===== src/rtl/lc3_mem_ctrl.sv =====
// lc3_mem_ctrl: single-outstanding LC-3 memory initiator with valid/ready request and response
// channels and a programmable number of wait states before the data phase.
module lc3_mem_ctrl #(
    parameter int ADDR_W      = 16,
    parameter int DATA_W      = 16,
    parameter int WAIT_CYCLES = 0
) (
    input  logic              clk,
    input  logic              reset,
    input  logic              req_valid,
    output logic              req_ready,
    input  logic              req_we,
    input  logic [ADDR_W-1:0] req_addr,
    input  logic [DATA_W-1:0] req_wdata,
    output logic              rsp_valid,
    input  logic              rsp_ready,
    output logic [DATA_W-1:0] rsp_rdata,
    output logic [ADDR_W-1:0] MARReg,
    output logic [DATA_W-1:0] mdrOut,
    output logic              memWE,
    input  logic [DATA_W-1:0] memOut
);
    typedef enum logic [1:0] {IDLE, ACCESS, RESP} state_t;
    state_t      state, state_nx;
    logic [3:0]  cnt;
    logic        we_q;
    logic        last;
    always_comb begin
        last      = state == ACCESS && cnt == 4'd0;
        req_ready = reset && state == IDLE;
        rsp_valid = reset && state == RESP;
        // gated by reset so an abandoned store cannot reach the memory
        memWE     = reset && last && we_q;
        state_nx  = state == IDLE ? (req_valid ? ACCESS : IDLE) :
                    last ? RESP :
                    state == RESP ? (rsp_ready ? IDLE : RESP) :
                    state == ACCESS ? ACCESS : IDLE;
    end
    always_ff @(posedge clk or negedge reset) begin
        if (!reset) begin
            state     <= IDLE;
            MARReg    <= '0;
            mdrOut    <= '0;
            rsp_rdata <= '0;
            cnt       <= 4'd0;
            we_q      <= 1'b0;
        end else begin
            state <= state_nx;
            if (state == IDLE && req_valid) begin
                MARReg <= req_addr;
                mdrOut <= req_wdata;
                we_q   <= req_we;
                cnt    <= 4'(WAIT_CYCLES);
            end else if (state == ACCESS) begin
                if (cnt != 4'd0)
                    cnt <= cnt - 4'd1;
                else
                    rsp_rdata <= we_q ? mdrOut : memOut;
            end
        end
    end
endmodule


===== config.mk =====
export PLATFORM = sky130hd
export DESIGN_NAME = lc3_mem_ctrl
export DESIGN_NICKNAME = d
export VERILOG_FILES = /design/src/rtl/lc3_mem_ctrl.sv
export SDC_FILE = /design/constraint.sdc
export NUM_CORES = 1
export LEC_CHECK = 0
export CAP_MARGIN = 0
export CELL_PAD_IN_SITES_DETAIL_PLACEMENT = 0
export CELL_PAD_IN_SITES_GLOBAL_PLACEMENT = 1
export CORE_MARGIN = 2
export CORE_UTILIZATION = 32
export CTS_BUF_LIST = sky130_fd_sc_hd__clkbuf_4 sky130_fd_sc_hd__clkbuf_8 sky130_fd_sc_hd__clkbuf_16
export DETAILED_ROUTE_END_ITERATION = 8
export GPL_ROUTABILITY_DRIVEN = 0
export GPL_TIMING_DRIVEN = 0
export PLACE_DENSITY_LB_ADDON = 0.1
export SLEW_MARGIN = 5
export SYNTH_ARGS = -nofsm -noshare
export SYNTH_HDL_FRONTEND = slang
export SYNTH_SLANG_ARGS = --single-unit

===== constraint.sdc =====
create_clock -name clk -period 2.2 [get_ports clk]
set_clock_uncertainty 0.2 [all_clocks]
set_input_delay 0.33 -clock clk [delete_from_list [all_inputs] [get_ports clk]]
set_output_delay 0.33 -clock clk [all_outputs]
set_load 0.03 [all_outputs]

==> run_1/pdn.png <==
The bar under the picture is 20 um long. Pins as bars on the die edge. Tap cells in grey.
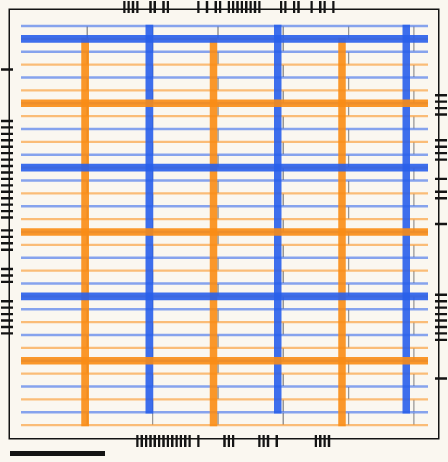
- VDD: blue
- VSS: orange
- met1 rails: 32
- met5 straps: 6
- signal pins: 104
- met4 straps: 6

==> run_1/registers.png <==
Other sequential cells in the stronger grey, the rest of the logic in the fainter grey.
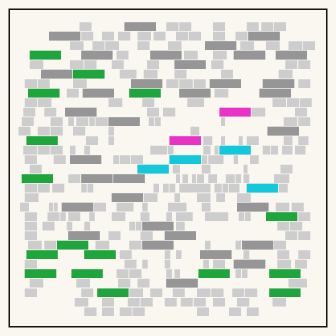
- mdrOut: green (sequential cells 16; where all over the die)
- state: magenta (sequential cells 2)
- cnt: cyan (sequential cells 4)
fin util: 0.5056
Seq. pwr: 1810 uW
sequential share of cell area: 0.3753
Flop area: 1376 sq um

==> run_1/final_congestion.png <==
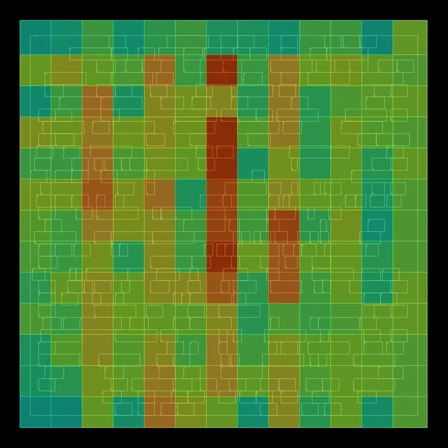
GR Layer Usage met1: 0.1845
Most Crowded Layer GR: met2

==> run_1/metal_stack.png <==
Only two layers are drawn.
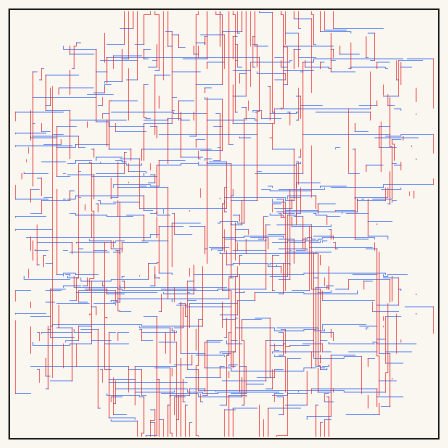
- met1: blue (wire length 2550 um)
- met2: red (wire length 2680 um)
Routed Wire Length: 5.744 mm
average wire per standard cell: 14.58 um

==> metrics.csv, run 1 <==
stage;metric;value;unit
grt;grt total ovfl;0;
grt;GRT Total Usage;0.1457;
final_timing;final-report hold violation count;55;
placed_design;pre-CTS setup slack;-0.6472;ns
final_timing;relative slew slack;0.7084;
grt;met2 GRT Util;0.2375;
critical_path;CP cell instances;inv_2 -> ha_4 -> nor3b_4 -> nand2_4 -> nor2_1 -> buf_4;
power_and_ir_drop;overall power;5862;uW
routing;Post-route DRC;0;
final_layout;registers;55;
final_layout;largest class;flip-flops and latches;
final_layout;clkbuf count;6;
final_layout;biggest regs;MARReg: 16 flops, mdrOut: 16 flops, rsp_rdata: 16 flops;
grt;pin count of the biggest net entering global routing;59;
status;failing checks;negative hold slack;
placed_design;placed cells;386;
final_timing;final hold slack;-0.2763;ns
routing;Iter 0 DRT Violations;41;
critical_path;CP top delay family;simple AND/OR/NAND/NOR gates;
min_path;HP Class;input port to asynchronous set/reset pin;
grt;initial antenna violation count;0;
final_layout;layout cells sized above 1;0.2102;
critical_path;worst-path cell with the longest stage delay;dfrtp_1;
final_layout;fillcell total;722;
clocking;clock root buffer;clkbuf_8;
synthesis;Mapped Cells;184;
grt;met3 Usage GRT;0.05175;
final_timing;Final period util;0.9433;
synthesis;Cell area leaders;dfrtp_1 58%, mux2_2 15%, mux2i_1 6.7%;
synthesis;Post-Syn Area;2390;sq um
critical_path;CP arrival;1.55;ns
status;status;complete, but fails checks;
final_timing;unrepaired setup endpoints after global routing;false;
floorplan;DIE AREA;8176;sq um
clocking;CTS tree;yes;
final_layout;Syn-to-layout area delta;53.46;%
synthesis;asr flop ratio synth;1.000;
power_and_ir_drop;P_leak;0.001557;uW
final_timing;Max Fclk;0.4818;GHz
final_timing;Fin Setup TNS;0;ns
-- run 1: cell families after synthesis --
| kind of cell | Yosys count | synth area share |
|---|---|---|
| AND/OR/NAND/NOR | 27 | 0.07070 |
| adder cells (fa/ha/maj) | 1 | 0.005235 |
| flip-flops | 55 | 0.5759 |
| AND-OR/OR-AND | 38 | 0.08220 |
| multiplexers | 49 | 0.2225 |
| buffers and inverters | 14 | 0.04345 |
-- run 1: final timing paths --
kind,from,to,cells past startpoint
max in group asynchronous,reset,MARReg[15],1
max,cnt[0],memWE,6
min in group clk,MARReg[10],MARReg[10],1
max reg2reg,cnt[0],rsp_rdata[9],7
min,reset,mdrOut[4],1
min reg2reg,MARReg[10],MARReg[10],1
-- run 1: where the power goes --
part | switching [uW] | internal (uW)
logic | 1890 | 1640
clock network | 301 | 226
registers | 292 | 1510
--- run 2 (diff from run 1) ---
--- a/config.mk
+++ b/config.mk
@@ -14,8 +14,9 @@
 export DETAILED_ROUTE_END_ITERATION = 8
 export GPL_ROUTABILITY_DRIVEN = 0
 export GPL_TIMING_DRIVEN = 0
-export PLACE_DENSITY_LB_ADDON = 0.1
+export PLACE_DENSITY = 0.79
 export SLEW_MARGIN = 5
 export SYNTH_ARGS = -nofsm -noshare
 export SYNTH_HDL_FRONTEND = slang
 export SYNTH_SLANG_ARGS = --single-unit
+export TNS_END_PERCENT = 1
==> run 2 against run 1 <==
Net effect:
- first-iteration DRC count rose by 61%
- global-route usage is 0.44 points lower
- the flow still finishes with violations (negative hold slack)
- setup slack lost 0.0021 ns
- die size unchanged
==> metrics.csv, run 2 <==
stage;metric;value;unit;change
status;status;complete, but fails checks;;unchanged
status;failing checks;negative hold slack;;unchanged
final_timing;relative slew slack;0.7164;;was 0.7084
critical_path;Worst Setup EP;memWE;;unchanged
grt;pin count of the biggest net entering global routing;59;;unchanged
final_layout;Flop area;1376;sq um;unchanged
routing;Iter 0 DRT Violations;66;;was 41
power_and_ir_drop;Biggest consumer;combinational cells;;unchanged
final_timing;Max Fclk;0.4814;GHz;was 0.4818 GHz
final_layout;Syn-to-layout area delta;54.40;%;was 53.46%
power_and_ir_drop;design internal power;3485;uW;was 3379 uW
final_timing;Final period util;0.9443;;was 0.9433
critical_path;stages on the worst setup path;6;;unchanged
critical_path;CP top delay family;simple AND/OR/NAND/NOR gates;;unchanged
power_and_ir_drop;sequential power share;0.301;;was 0.308
power_and_ir_drop;switching power;2484;uW;was 2483 uW
power_and_ir_drop;combinational power share;0.587;;was 0.602
critical_path;crit path launch;cnt[0];;unchanged
clocking;clock root buffer;clkbuf_8;;unchanged
power_and_ir_drop;P_leak;0.001566;uW;was 0.001557 uW
final_timing;final-report hold violation count;55;;unchanged
power_and_ir_drop;Seq. pwr;1800;uW;was 1810 uW
critical_path;RR Startpoint;cnt[0];;unchanged
power_and_ir_drop;clock group share of total power;0.112;;was 0.090
synthesis;Cell area leaders;dfrtp_1 58%, mux2_2 15%, mux2i_1 6.7%;;unchanged
critical_path;CP arrival;1.55;ns;about the same
min_path;HP Class;input port to asynchronous set/reset pin;;unchanged
final_layout;fillcell total;686;;was 722
routing;Routed Wire Length;5.466;mm;was 5.744 mm
routing;average wire per standard cell;13.87;um;was 14.58 um
final_layout;largest class;flip-flops and latches;;unchanged
critical_path;worst reg2reg path depth;7;;unchanged
grt;GRT Total Usage;0.1413;;was 0.1457
floorplan;DIE AREA;8176;sq um;unchanged
clocking;CTS tree;yes;;unchanged
final_layout;clkbuf count;6;;unchanged
critical_path;Reg-to-Reg End;rsp_rdata[11];;was rsp_rdata[9]
grt;grt total ovfl;0;;unchanged
grt;initial antenna violation count;0;;unchanged
placed_design;placed cells;386;;unchanged
power_and_ir_drop;overall power;5969;uW;was 5862 uW
placed_design;pre-CTS setup slack;-0.6052;ns;was -0.6472 ns
final_timing;final hold slack;-0.2669;ns;was -0.2763 ns
final_layout;registers;55;;unchanged
critical_path;CP cell instances;inv_2 -> ha_4 -> nor3b_4 -> nand2_4 -> nor2_1 -> buf_4;;unchanged
final_layout;fin util;0.5087;;was 0.5056
run 2: through the flow:
stage	hold slack, ns	area [sq um]
2_1_floorplan	-0.1656	2390
3_3_place_gp	0.2732	3545
3_5_place_dp	0.2414	3542
4_1_cts	-0.2516	3675
5_1_grt	-0.2503	3690
6_report	-0.2669	3690
run 2: cells by family after synthesis:
kind of cell | share of synthesized area
and+or+nand+nor | 0.07070
adders and majority gates | 0.005235
AOI/OAI and AO/OA | 0.08220
DFF | 0.5759
muxes | 0.2225
buffers and inverters | 0.04345
run 2: per-layer routing:
layer	wire length [um]	up-vias	GRT usage	part of all wire
met5	0	-	0	0
met4	34	0	0.02692	0.0062
met3	314	4	0.04674	0.057
met2	2638	56	0.2312	0.48
met1	2479	877	0.1848	0.45
li1	-	871	-	-
==> run_2/drive_strength.png <==
The bar under the picture is 20 um long.
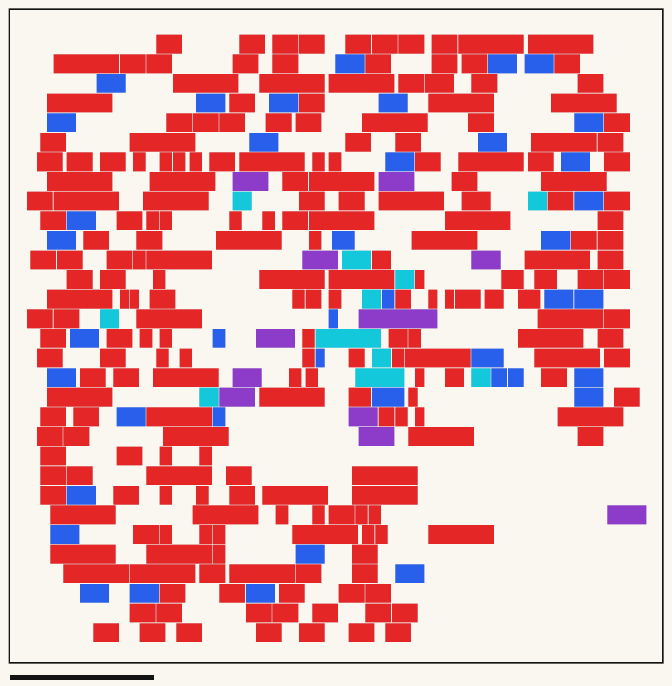
- drive 6 and up: purple (cells 11; share 3.7%)
- drive 3 to 4: cyan (cells 11; share 3.7%)
- drive 1 or less: red (cells 232; share 79%)
- drive 2: blue (cells 41; share 14%)
final instance area: 3690 sq um
Worst Slack Setup Final: 0.1226 ns
non-clock buffer count: 116

==> run_2/final_congestion.png <==
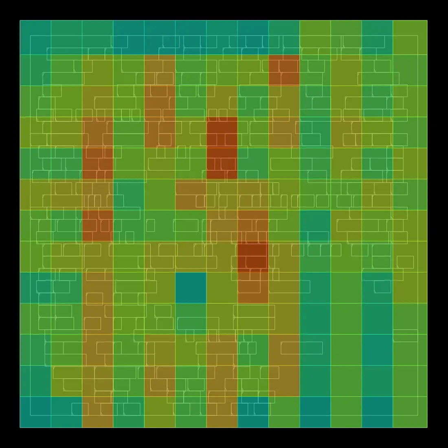
met3 Usage GRT: 0.04674
GR Layer Usage met1: 0.1848
met2 GRT Util: 0.2312

==> run_2/registers.png <==
Other sequential cells in the stronger grey, the rest of the logic in the fainter grey.
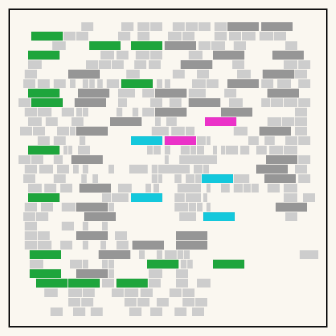
- mdrOut: green (sequential cells 16)
- cnt: cyan (sequential cells 4; where centre)
- state: magenta (sequential cells 2)

--- run 3 (diff from run 2) ---
--- a/config.mk
+++ b/config.mk
@@ -5,6 +5,7 @@
 export SDC_FILE = /design/constraint.sdc
 export NUM_CORES = 1
 export LEC_CHECK = 0
+export ABC_CLOCK_PERIOD_IN_PS = 2200
 export CAP_MARGIN = 0
 export CELL_PAD_IN_SITES_DETAIL_PLACEMENT = 0
 export CELL_PAD_IN_SITES_GLOBAL_PLACEMENT = 1
==> run 3 against run 2 <==
Net effect:
- the run still ends with negative hold slack left
- global-route usage is the same
- die size is the same
- flip-flop count unchanged
- final area is the same
- hold slack stayed put
- synthesized cell count did not move
- sequential power is essentially flat
- clock power is essentially flat
- register-to-register slack barely moved
- core utilization is the same
- power unchanged
- combinational power hardly changed
- critical endpoint unchanged
- largest cell class unchanged
- largest power group unchanged
==> metrics.csv, run 3 <==
stage;metric;value;unit;change
status;status;complete, but fails checks;;unchanged
status;failing checks;negative hold slack;;unchanged
clocking;CTS tree;yes;;unchanged
final_timing;Final period util;0.9443;;unchanged
floorplan;Die W;90.42;um;unchanged
power_and_ir_drop;clock group share of total power;0.112;;about the same
final_layout;sequential share of cell area;0.3730;;unchanged
final_layout;Flop area;1376;sq um;unchanged
grt;grt total ovfl;0;;unchanged
final_layout;non-clock buffer count;116;;unchanged
final_layout;registers;55;;unchanged
routing;Post-route DRC;0;;unchanged
final_timing;final-report hold violation count;55;;unchanged
final_layout;layout cells sized above 1;0.2136;;unchanged
power_and_ir_drop;switching power;2484;uW;unchanged
grt;pin count of the biggest net entering global routing;59;;unchanged
final_timing;Fin Setup TNS;0;ns;unchanged
critical_path;nature of the critical path startpoint;flop;;unchanged
synthesis;Post-Syn Area;2390;sq um;unchanged
clocking;clk slew on worst S/H paths;0.10;ns;about the same
power_and_ir_drop;sequential power share;0.301;;about the same
synthesis;asr flop ratio synth;1.000;;unchanged
final_timing;Max Fclk;0.4814;GHz;unchanged
routing;Iter 0 DRT Violations;66;;unchanged
critical_path;worst reg2reg path depth;7;;unchanged
clocking;clock root buffer;clkbuf_8;;unchanged
final_timing;final hold slack;-0.2669;ns;unchanged
routing;Routed Wire Length;5.466;mm;unchanged
grt;first-pass GRT wire length;9.363;mm;unchanged
critical_path;Worst Setup EP;memWE;;unchanged
routing;met3 WL;314;um;unchanged
grt;GR Layer Usage met1;0.1848;;unchanged
power_and_ir_drop;P_leak;0.001566;uW;unchanged
power_and_ir_drop;switching share of total power;0.4162;;unchanged
critical_path;CP arrival;1.55;ns;about the same
synthesis;Cell area leaders;dfrtp_1 58%, mux2_2 15%, mux2i_1 6.7%;;unchanged
routing;met2 WL;2.638;mm;unchanged
final_timing;relative slew slack;0.7164;;unchanged
placed_design;placed cells;386;;unchanged
grt;met3 Usage GRT;0.04674;;unchanged
power_and_ir_drop;combinational power share;0.587;;about the same
grt;met2 GRT Util;0.2312;;unchanged
final_layout;fillcell total;686;;unchanged
final_layout;ANT cells;0;;unchanged
power_and_ir_drop;clk pwr;666;uW;about the same
grt;initial antenna violation count;0;;unchanged
power_and_ir_drop;Seq. pwr;1800;uW;about the same
power_and_ir_drop;design internal power;3485;uW;unchanged
final_layout;clkbuf count;6;;unchanged
power_and_ir_drop;Biggest consumer;combinational cells;;unchanged
final_layout;largest class;flip-flops and latches;;unchanged
placed_design;pre-CTS setup slack;-0.6052;ns;unchanged
final_layout;biggest regs;MARReg: 16 flops, mdrOut: 16 flops, rsp_rdata: 16 flops;;unchanged
critical_path;worst-path cell with the longest stage delay;dfrtp_1;;unchanged
routing;Highest Signal Layer;met4;;unchanged
grt;Most Crowded Layer GR;met2;;unchanged
power_and_ir_drop;combinational power;3510;uW;about the same
power_and_ir_drop;overall power;5969;uW;unchanged
min_path;HP Class;input port to asynchronous set/reset pin;;unchanged
routing;met1 WL;2.479;mm;unchanged
critical_path;CP cell instances;inv_2 -> ha_4 -> nor3b_4 -> nand2_4 -> nor2_1 -> buf_4;;unchanged
synthesis;Mapped Cells;184;;unchanged
critical_path;crit path launch;cnt[0];;unchanged
floorplan;Floorplan Utilization;0.3295;;unchanged
placed_design;DP Area;3542;sq um;unchanged
floorplan;total core area;7253;sq um;unchanged
critical_path;RR Startpoint;cnt[0];;unchanged
## run 3: cell counts in the layout (fill, tap and decap cells not counted)
No cell type changed its count.
## run 3: cells by family (layout without fill, tap and decap cells)
group           after synthesis  after routing  share of synthesized area
simple gates                 27             27                    0.07070
fa+ha+maj                     1              1                   0.005235
flops                        55             55                     0.5759
compound gates               38             38                    0.08220
buf+inv                      14            125                    0.04345
mux                          49             49                     0.2225
## run 3: critical path, delay by kind of cell (launching register included)
family	cells	cell delay [ns]
buf+inv	2	0.26
flops	1	0.41
simple gates	3	0.43
fa+ha+maj	1	0.15
## run 3: what timing repair did
item | in CTS | in global routing
setup endpoints to repair | 3 | 1
setup buffers | 2 | 0
resized | 13 | 6
cloned | 0 | 0
endpoints found under the hold margin | 55 | 55
pin swaps | 1 | 0
==> run_3/final_congestion.png <==
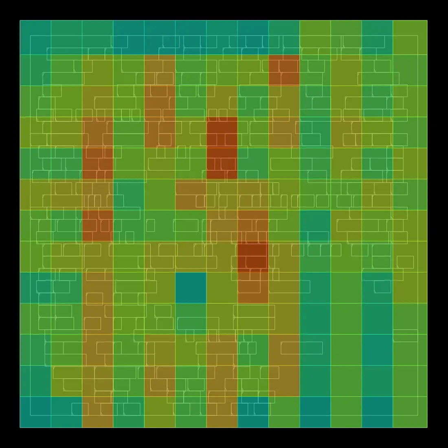
fin util: 0.5087
GRT Total Usage: 0.1413
average wire per standard cell: 13.87 um

==> run_3/registers.png <==
Other sequential cells in the stronger grey, the rest of the logic in the fainter grey.
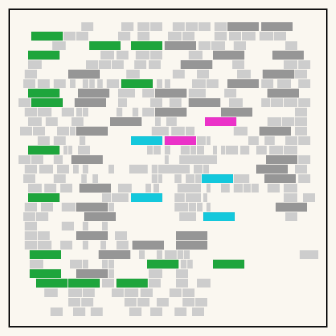
- mdrOut: green (sequential cells 16)
- cnt: cyan (sequential cells 4; where centre)
- state: magenta (sequential cells 2)

==> run_3/drive_strength.png <==
The bar under the picture is 20 um long.
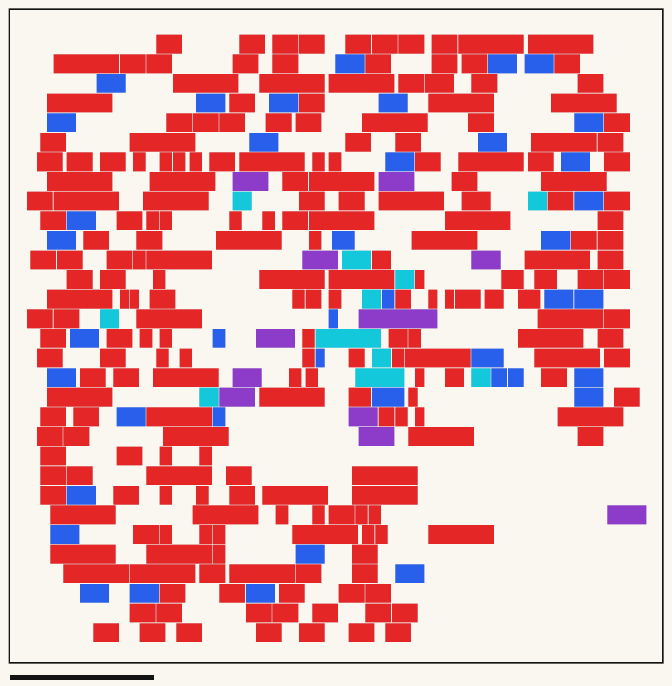
Syn-to-layout area delta: 54.40%

No activity file was given, so power comes from the tool's default toggle rates.
